[src/rtl/ps2_rx_frame.sv]
// PS/2 receive front-end: synchronise and deglitch the lines, assemble the 11-bit frame, check it.
// Optional PS2_BREAK_FILTER_EN: swallow 0xF0 break prefixes and the released-key code that follows.
module ps2_rx_frame #(
  parameter int SYNC_STAGES    = 2,
  parameter int FILTER_LEN     = 4,
  parameter int TIMEOUT_CYCLES = 50000
) (
  input  logic        clk,
  input  logic        reset,
  input  logic        ps2_clk,
  input  logic        ps2_data,
  output logic [10:0] code,
  output logic [7:0]  scan_code,
  output logic        code_valid,
  output logic        frame_err,
  output logic        timeout_err
);

  localparam int FW = $clog2(FILTER_LEN + 1);
  localparam int TW = $clog2(TIMEOUT_CYCLES + 1);

  typedef enum logic [1:0] {IDLE, SHIFT, CHECK} state_t;

  logic [SYNC_STAGES-1:0] clk_sync, data_sync;
  logic                   clk_s, data_s;
  logic                   filt, filt_q, fall;
  logic [FW-1:0]          fcnt;

  state_t        state, state_n;
  logic [10:0]   shreg, shreg_n;
  logic [3:0]    bitcnt, bitcnt_n;
  logic [TW-1:0] tcnt, tcnt_n;
  logic [10:0]   code_n;
  logic          valid_n, ferr_n, terr_n;
  logic          good;
`ifdef PS2_BREAK_FILTER_EN
  logic          break_pending, break_pending_n;
`endif

  always_ff @(posedge clk) begin
    if (reset) begin
      clk_sync  <= '1;
      data_sync <= '1;
    end else begin
      clk_sync  <= {clk_sync[SYNC_STAGES-2:0], ps2_clk};
      data_sync <= {data_sync[SYNC_STAGES-2:0], ps2_data};
    end
  end

  assign clk_s  = clk_sync[SYNC_STAGES-1];
  assign data_s = data_sync[SYNC_STAGES-1];

  // fcnt counts consecutive samples disagreeing with filt; the FILTER_LEN-th one flips it
  always_ff @(posedge clk) begin
    if (reset) begin
      filt   <= 1'b1;
      filt_q <= 1'b1;
      fcnt   <= '0;
    end else begin
      filt_q <= filt;
      if (clk_s != filt) begin
        if (fcnt == FW'(FILTER_LEN - 1)) begin
          filt <= clk_s;
          fcnt <= '0;
        end else begin
          fcnt <= fcnt + 1'b1;
        end
      end else begin
        fcnt <= '0;
      end
    end
  end

  assign fall = filt_q & ~filt;
  assign good = ~shreg[0] & shreg[10] & (^shreg[9:1]);

  always_comb begin
    state_n  = state;
    shreg_n  = shreg;
    bitcnt_n = bitcnt;
    tcnt_n   = tcnt;
    code_n   = code;
    valid_n  = 1'b0;
    ferr_n   = 1'b0;
    terr_n   = 1'b0;
`ifdef PS2_BREAK_FILTER_EN
    break_pending_n = break_pending;
`endif
    case (state)
      IDLE: begin
        tcnt_n = '0;
        if (fall && !data_s) begin
          shreg_n  = {data_s, shreg[10:1]};
          bitcnt_n = 4'd1;
          state_n  = SHIFT;
        end
      end
      SHIFT: begin
        if (fall) begin
          shreg_n  = {data_s, shreg[10:1]};
          bitcnt_n = bitcnt + 4'd1;
          tcnt_n   = '0;
          if (bitcnt == 4'd10) state_n = CHECK;
        end else if (tcnt == TW'(TIMEOUT_CYCLES - 1)) begin
          terr_n   = 1'b1;
          shreg_n  = '0;
          bitcnt_n = '0;
          tcnt_n   = '0;
          state_n  = IDLE;
        end else begin
          tcnt_n = tcnt + 1'b1;
        end
      end
      CHECK: begin
        state_n  = IDLE;
        bitcnt_n = '0;
        tcnt_n   = '0;
        shreg_n  = '0;
        if (good) begin
`ifdef PS2_BREAK_FILTER_EN
          if (break_pending) begin
            break_pending_n = 1'b0;
          end else if (shreg[8:1] == 8'hF0) begin
            break_pending_n = 1'b1;
          end else begin
            code_n  = shreg;
            valid_n = 1'b1;
          end
`else
          code_n  = shreg;
          valid_n = 1'b1;
`endif
        end else begin
          ferr_n = 1'b1;
        end
      end
      default: state_n = IDLE;
    endcase
  end

  always_ff @(posedge clk) begin
    if (reset) begin
      state       <= IDLE;
      shreg       <= '0;
      bitcnt      <= '0;
      tcnt        <= '0;
      code        <= '0;
      code_valid  <= 1'b0;
      frame_err   <= 1'b0;
      timeout_err <= 1'b0;
    end else begin
      state       <= state_n;
      shreg       <= shreg_n;
      bitcnt      <= bitcnt_n;
      tcnt        <= tcnt_n;
      code        <= code_n;
      code_valid  <= valid_n;
      frame_err   <= ferr_n;
      timeout_err <= terr_n;
    end
  end

`ifdef PS2_BREAK_FILTER_EN
  always_ff @(posedge clk) begin
    if (reset) break_pending <= 1'b0;
    else       break_pending <= break_pending_n;
  end
`endif

  assign scan_code = code[8:1];

endmodule

[config.mk]
export PLATFORM = sky130hd
export DESIGN_NAME = ps2_rx_frame
export DESIGN_NICKNAME = d
export VERILOG_FILES = /design/src/rtl/ps2_rx_frame.sv
export SDC_FILE = /design/constraint.sdc
export NUM_CORES = 1
export LEC_CHECK = 0
export CORE_UTILIZATION = 56
export DETAILED_ROUTE_END_ITERATION = 8
export PLACE_DENSITY = 0.79
export RECOVER_POWER = 25
export SLEW_MARGIN = 20
export SYNTH_ARGS = -nofsm -noshare
export SYNTH_HDL_FRONTEND = slang
export SYNTH_SLANG_ARGS = --single-unit
[constraint.sdc]
create_clock -name clk -period 2.9 [get_ports clk]
set_clock_uncertainty 0.2 [all_clocks]
set_input_delay 0.58 -clock clk [delete_from_list [all_inputs] [get_ports clk]]
set_output_delay 0.58 -clock clk [all_outputs]
set_load 0.02 [all_outputs]
==> results.yml, run 1 <==
# physical design summary
status:
  outcome: "completed"
yosys:
  topCombFamilyByArea: "simple AND/OR/NAND/NOR gates"
  syn_avg_cell_area_um2: 8.96
  synth-compound-area-share_pct: 11.8
  synthDistinctLibCells: 42
  postSynthSeqShare_pct: 44.7
  yosys.stat.chipArea_um2: 2510
  flop_cell: "dfxtp_1"
  synthTopCellsByCount: "dfxtp_1, nand2_1, a21oi_1"
  mux_share_pct: 0.399
  numSynthFlops: 56
  netlist_top_cells_area: "dfxtp_1, ha_1, a21oi_1"
  xor_share_pct: 7.18
  ys_cells: 280
clock_tree:
  holdBufCountCts: 0
  clockBufferDepth: 2
  root_buffer: "clkbuf_8"
  worstSkewPairLatency_ns: 0.31
  cts_num_sinks: 56
  path_clk_slew_ns: 0.09
grt:
  antenna_found_initial: 0
  first_global_vias: 1710
  grt_pass1_wl_mm: 7.68
  grt_overflow: 0
  grt_use_met3_pct: 4.44
  grt-busiest-layer: "met2"
power:
  p_per_area_nw_per_um2: 420
  clock_net_power_mw: 0.395
  p_comb_mw: 0.0168
  p_int_mw: 0.942
  power_frac_clock_pct: 33.4
  power-top-group: "sequential cells"
  p_sw_share_pct: 20.5
  power.switching_mw: 0.242
  pg_seq_mw: 0.773
sta:
  worstMarginPinSlew_ns: 0.653
  slew_headroom_pct: 56.5
  whs_ns: 0.217
  fin_crit_sh_pct: 84.8
  rsz0062_at_grt: "false"
  drv_slew: 0
  hold_viol_final: 0
  tns_ns: 0
  fin_ws_ns: 0.440
  fmax_mhz: 407
worst_hold_path:
  min_to: "data_sync[1]"
  worstHoldStart: "data_sync[0]"
finish:
  largest_register_ff_count: 16
  drive_gt1_share_pct: 7.07
  logic_area_um2: 1250
  largest_register: "tcnt"
  seq_area_um2: 1120
  comb_area_share_pct: 44.4
  final_cell_mix: "dfxtp_1, nand2_1, a21oi_1"
  n_all_inverters: 9
  postLayoutCoreUtil_pct: 68.1
  nonClkBufAreaFrac_pct: 9.72
  comb_cells: 196
  seq_area_share_pct: 39.8
  lay_top_count: "dfxtp_1"
setup_path:
  critPathCapture: "bitcnt[1]"
  r2r_cells: 5
  path_max_fanout: 17
  crit_cells: 5
  max_stage_delay_ns: 0.57
  cp-start-kind: "flop"
  cp.arrival_ns: 2.49
  worstSetupStartpoint: "tcnt[4]"
  r2r_start: "tcnt[4]"
  cpMaxStageDelayCell: "or4_1"
drt:
  wl_met1_mm: 2.45
  vias_per_cell: 5.59
  wire_per_inst_um: 13.7
  met2_length_mm: 2.10
  ant_nets: 0
  wl_met3_um: 154
floorplan:
  tap_cells: 50
placement:
  dp_hpwl_mm: 3.40
  dp_slack_ns: 0.458
flow_run:
  openroad.warnings: 30
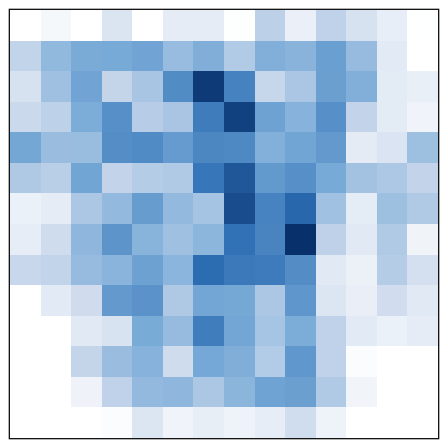
Run 1: wire density map
The die is cut into 14 by 14 equal tiles; white is low, dark blue is high, scaled to the fullest tile. Values are wire area over tile area, all layers added.
tiles over half the peak: 25%
mean over tiles: 0.16
densest ninth of the die: middle
fullest tile: 0.47

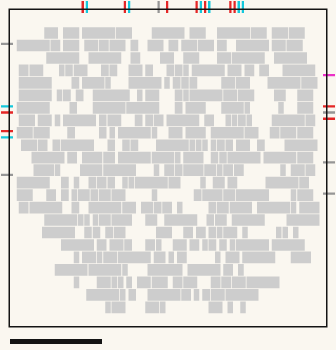
Run 1: pin placement
Scale bar: 20 µm. Pins as bars across the die edge, other pins in gray.
legend:
  cyan:
    port: `scan_code`
    pins: 8
    direction: output
    edge: 6 top, 2 left
  red:
    port: `code`
    pins: 11
    direction: output
    edge: 7 top, 2 right, 2 left
  magenta:
    port: `code_valid`
    pins: 1
    direction: output
    edge: right
I/O Buffers: 25
die height: 68.9 µm
Die W: 68.9 µm

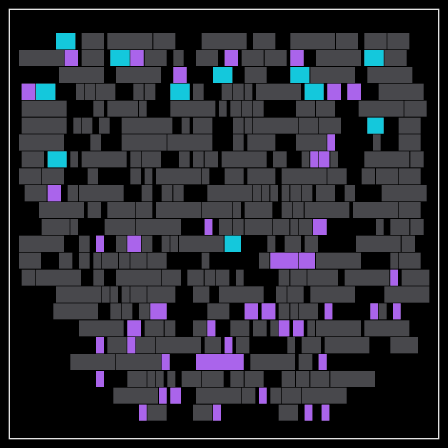
Run 1: selected gate families
legend:
  cyan:
    family: AND-OR and OR-AND gates
    cells: 11
    most_used: o22a_1
  purple:
    family: NOR gates
    cells: 43
    most_used: nor2_1

Run 1, a small window of the routed layout:
Scale bar: 5 µm. Region (24, 38) to (44, 58) µm. Cells in gray, sequential cells in the stronger gray; small squares are vias.
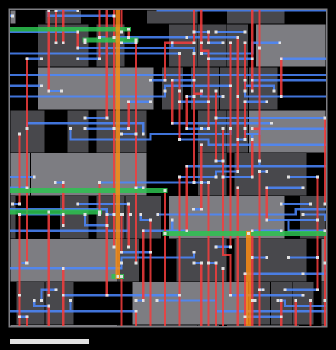

==> run 2, diff against run 1 <==
CORE_UTILIZATION = 50   (was 56)
PLACE_DENSITY = 0.74   (was 0.79)
clock period = 2.1 ns   (was 2.9 ns; I/O delays follow)
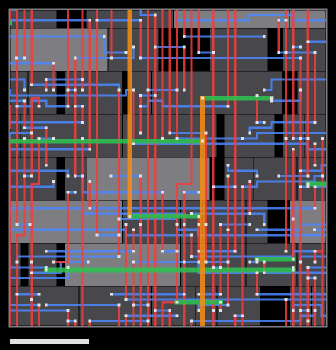
Run 2: a small window of the routed layout
Scale bar: 5 µm. Region (26, 41) to (46, 61) µm. Cells in gray, sequential cells in the stronger gray; small squares are vias.
legend:
  red:
    layer: metal 2
  blue:
    layer: metal 1
  orange:
    layer: metal 4
  green:
    layer: metal 3
sequential cells in the window: 4
cells with their middle in the window: 35
netlist names of flops here include: `shreg` (2)
most frequent: nand2_1 (7), buf_4 (5), dfxtp_1 (3)

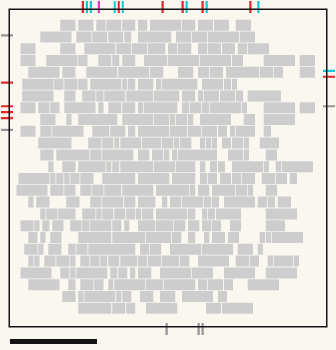
Run 2: pin placement
Scale bar: 20 µm. Pins as bars across the die edge, other pins in gray.
legend:
  red:
    port: `code`
    pins: 11
    direction: output
    edge: 6 top, 4 left, 1 right
  cyan:
    port: `scan_code`
    pins: 8
    direction: output
    edge: 7 top, 1 right
  magenta:
    port: `code_valid`
    pins: 1
    direction: output
    edge: top

==> run 2 against run 1 <==
Net effect:
- the run now ends with setup timing left
- final cell count is 15% higher
- non-clock buffer count is 34 higher
- flip-flop count stayed put
- utilization is 4.1 points higher
- die area is 12% higher
- total power is 58% higher
- setup slack worse by 0.48 ns
- maximum frequency is 15% higher
- register-to-register slack worse by 0.48 ns
- critical endpoint is now shreg[7]
- largest cell class unchanged
- largest power group unchanged
- highest routed layer unchanged
==> results.yml, run 2 <==
# physical design summary
status:
  outcome: "complete, but fails checks"
  violations: "setup timing"
placement:
  dp_hpwl_mm: 3.67
  placedCellCount: 386
  port_buffers: 25
  dp_slack_ns: -0.0783
yosys:
  synth_top_area_share_pct: 44.7
  netlist_top_cells_area: "dfxtp_1, ha_1, a21oi_1"
  synth-edff-count: 0
  ys_cells: 280
  syn_avg_cell_area_um2: 8.96
  synthDistinctLibCells: 42
  postSynthSeqShare_pct: 44.7
  async_reset_ff_share_pct: 0
  yosys.stat.chipArea_um2: 2510
  ys_warn_count: 0
  top_area_cell: "dfxtp_1"
  xor_share_pct: 7.18
  numSynthFlops: 56
  fa_ha_area_share_pct: 4.49
  flop_cell: "dfxtp_1"
  fp_nets: 293
  synth-compound-area-share_pct: 11.8
  mux_share_pct: 0.399
  synthTopCellsByCount: "dfxtp_1, nand2_1, a21oi_1"
  topCombFamilyByArea: "simple AND/OR/NAND/NOR gates"
sta:
  rsz0062_at_grt: "true"
  hold_viol_final: 0
  slew_headroom_pct: 62.3
  whs_ns: 0.216
  worstMarginPinSlew_ns: 0.564
  tns_ns: -0.185
  fin_crit_sh_pct: 102
  min_period_ns: 2.14
  setup-violations-final: 13
  fin_ws_ns: -0.0407
  drv_slew: 0
  fmax_mhz: 467
finish:
  lay_top_count: "dfxtp_1"
  largest_register: "tcnt"
  clock_area_share_pct: 3.66
  flop-count: 56
  fin_cells: 400
  drive_gt1_share_pct: 30.9
  antennaDiodeCount: 0
  postLayoutCoreUtil_pct: 72.2
  comb_area_share_pct: 43.0
  nonClkBufAreaFrac_pct: 17.2
  seq_area_um2: 1130
  fin_area_um2: 3450
  comb_cells: 197
  seq_area_share_pct: 32.8
  largest_register_ff_count: 16
  layout.nets: 345
  final_cell_mix: "dfxtp_1, buf_4, nand2_1"
  logic_area_um2: 1490
  n_all_inverters: 9
power:
  power-top-group: "sequential cells"
  power_leakage_nw: 1.20
  p_int_mw: 1.50
  p_sw_share_pct: 19.9
  power_frac_clock_pct: 41.3
  ir_worst_vdd_v: 0.000437
  pwr-share-comb_pct: 1.8
  p_per_area_nw_per_um2: 542
  clock_net_power_mw: 0.773
  pg_seq_mw: 1.07
  sequentialPowerShare_pct: 57.0
  power.switching_mw: 0.372
  p_comb_mw: 0.0332
clock_tree:
  root_buffer: "clkbuf_8"
  clockBufferDepth: 2
  path_clk_slew_ns: 0.10
  worstSkewPairLatency_ns: 0.31
  cts_made_buffers: 5
  holdBufCountCts: 0
  cts_tree: "done"
  cts_num_sinks: 56
  h-tree-depth: 2
  cts_resized: 9
worst_hold_path:
  min_path_type: "reg -> reg"
  min_to: "data_sync[1]"
  worstHoldStart: "data_sync[0]"
  hold_depth: 1
flow_run:
  cap_violations: 0
  openroad.warnings: 33
drt:
  met2_length_mm: 3.07
  drtIter0Drc: 262
  wl_met1_mm: 2.78
  wl_met3_um: 226
  num_vias: 2223
  wire_per_inst_um: 15.6
  ant_nets: 0
  drt_pre_antenna_iters: 4
  vias_per_cell: 5.56
floorplan:
  tap_cells: 67
  chipHeight_um: 72.9
  pin_count: 26
  die_w_um: 72.9
setup_path:
  max_stage_delay_ns: 0.54
  cp-start-kind: "flop"
  cpMaxStageDelayCell: "or4b_4"
  r2r_start: "tcnt[10]"
  r2r_cells: 7
  path_max_fanout: 5
  path_buffers: 2
  critPathRequiredTime_ns: 2.15
  critPathCapture: "shreg[7]"
  worstSetupStartpoint: "tcnt[10]"
  crit_cells: 7
  cp.arrival_ns: 2.19
  crit_path_end_kind: "flop"
grt:
  grt_use_met3_pct: 4.83
  grt_overflow: 0
  grt_pass1_wl_mm: 8.98
  first_global_vias: 1972
  grt-busiest-layer: "met2"
  antenna_found_initial: 0
  use_met2_pct: 37.4
  grtUsageTotal_pct: 22.3
Power is estimated from default activity; no workload was simulated.
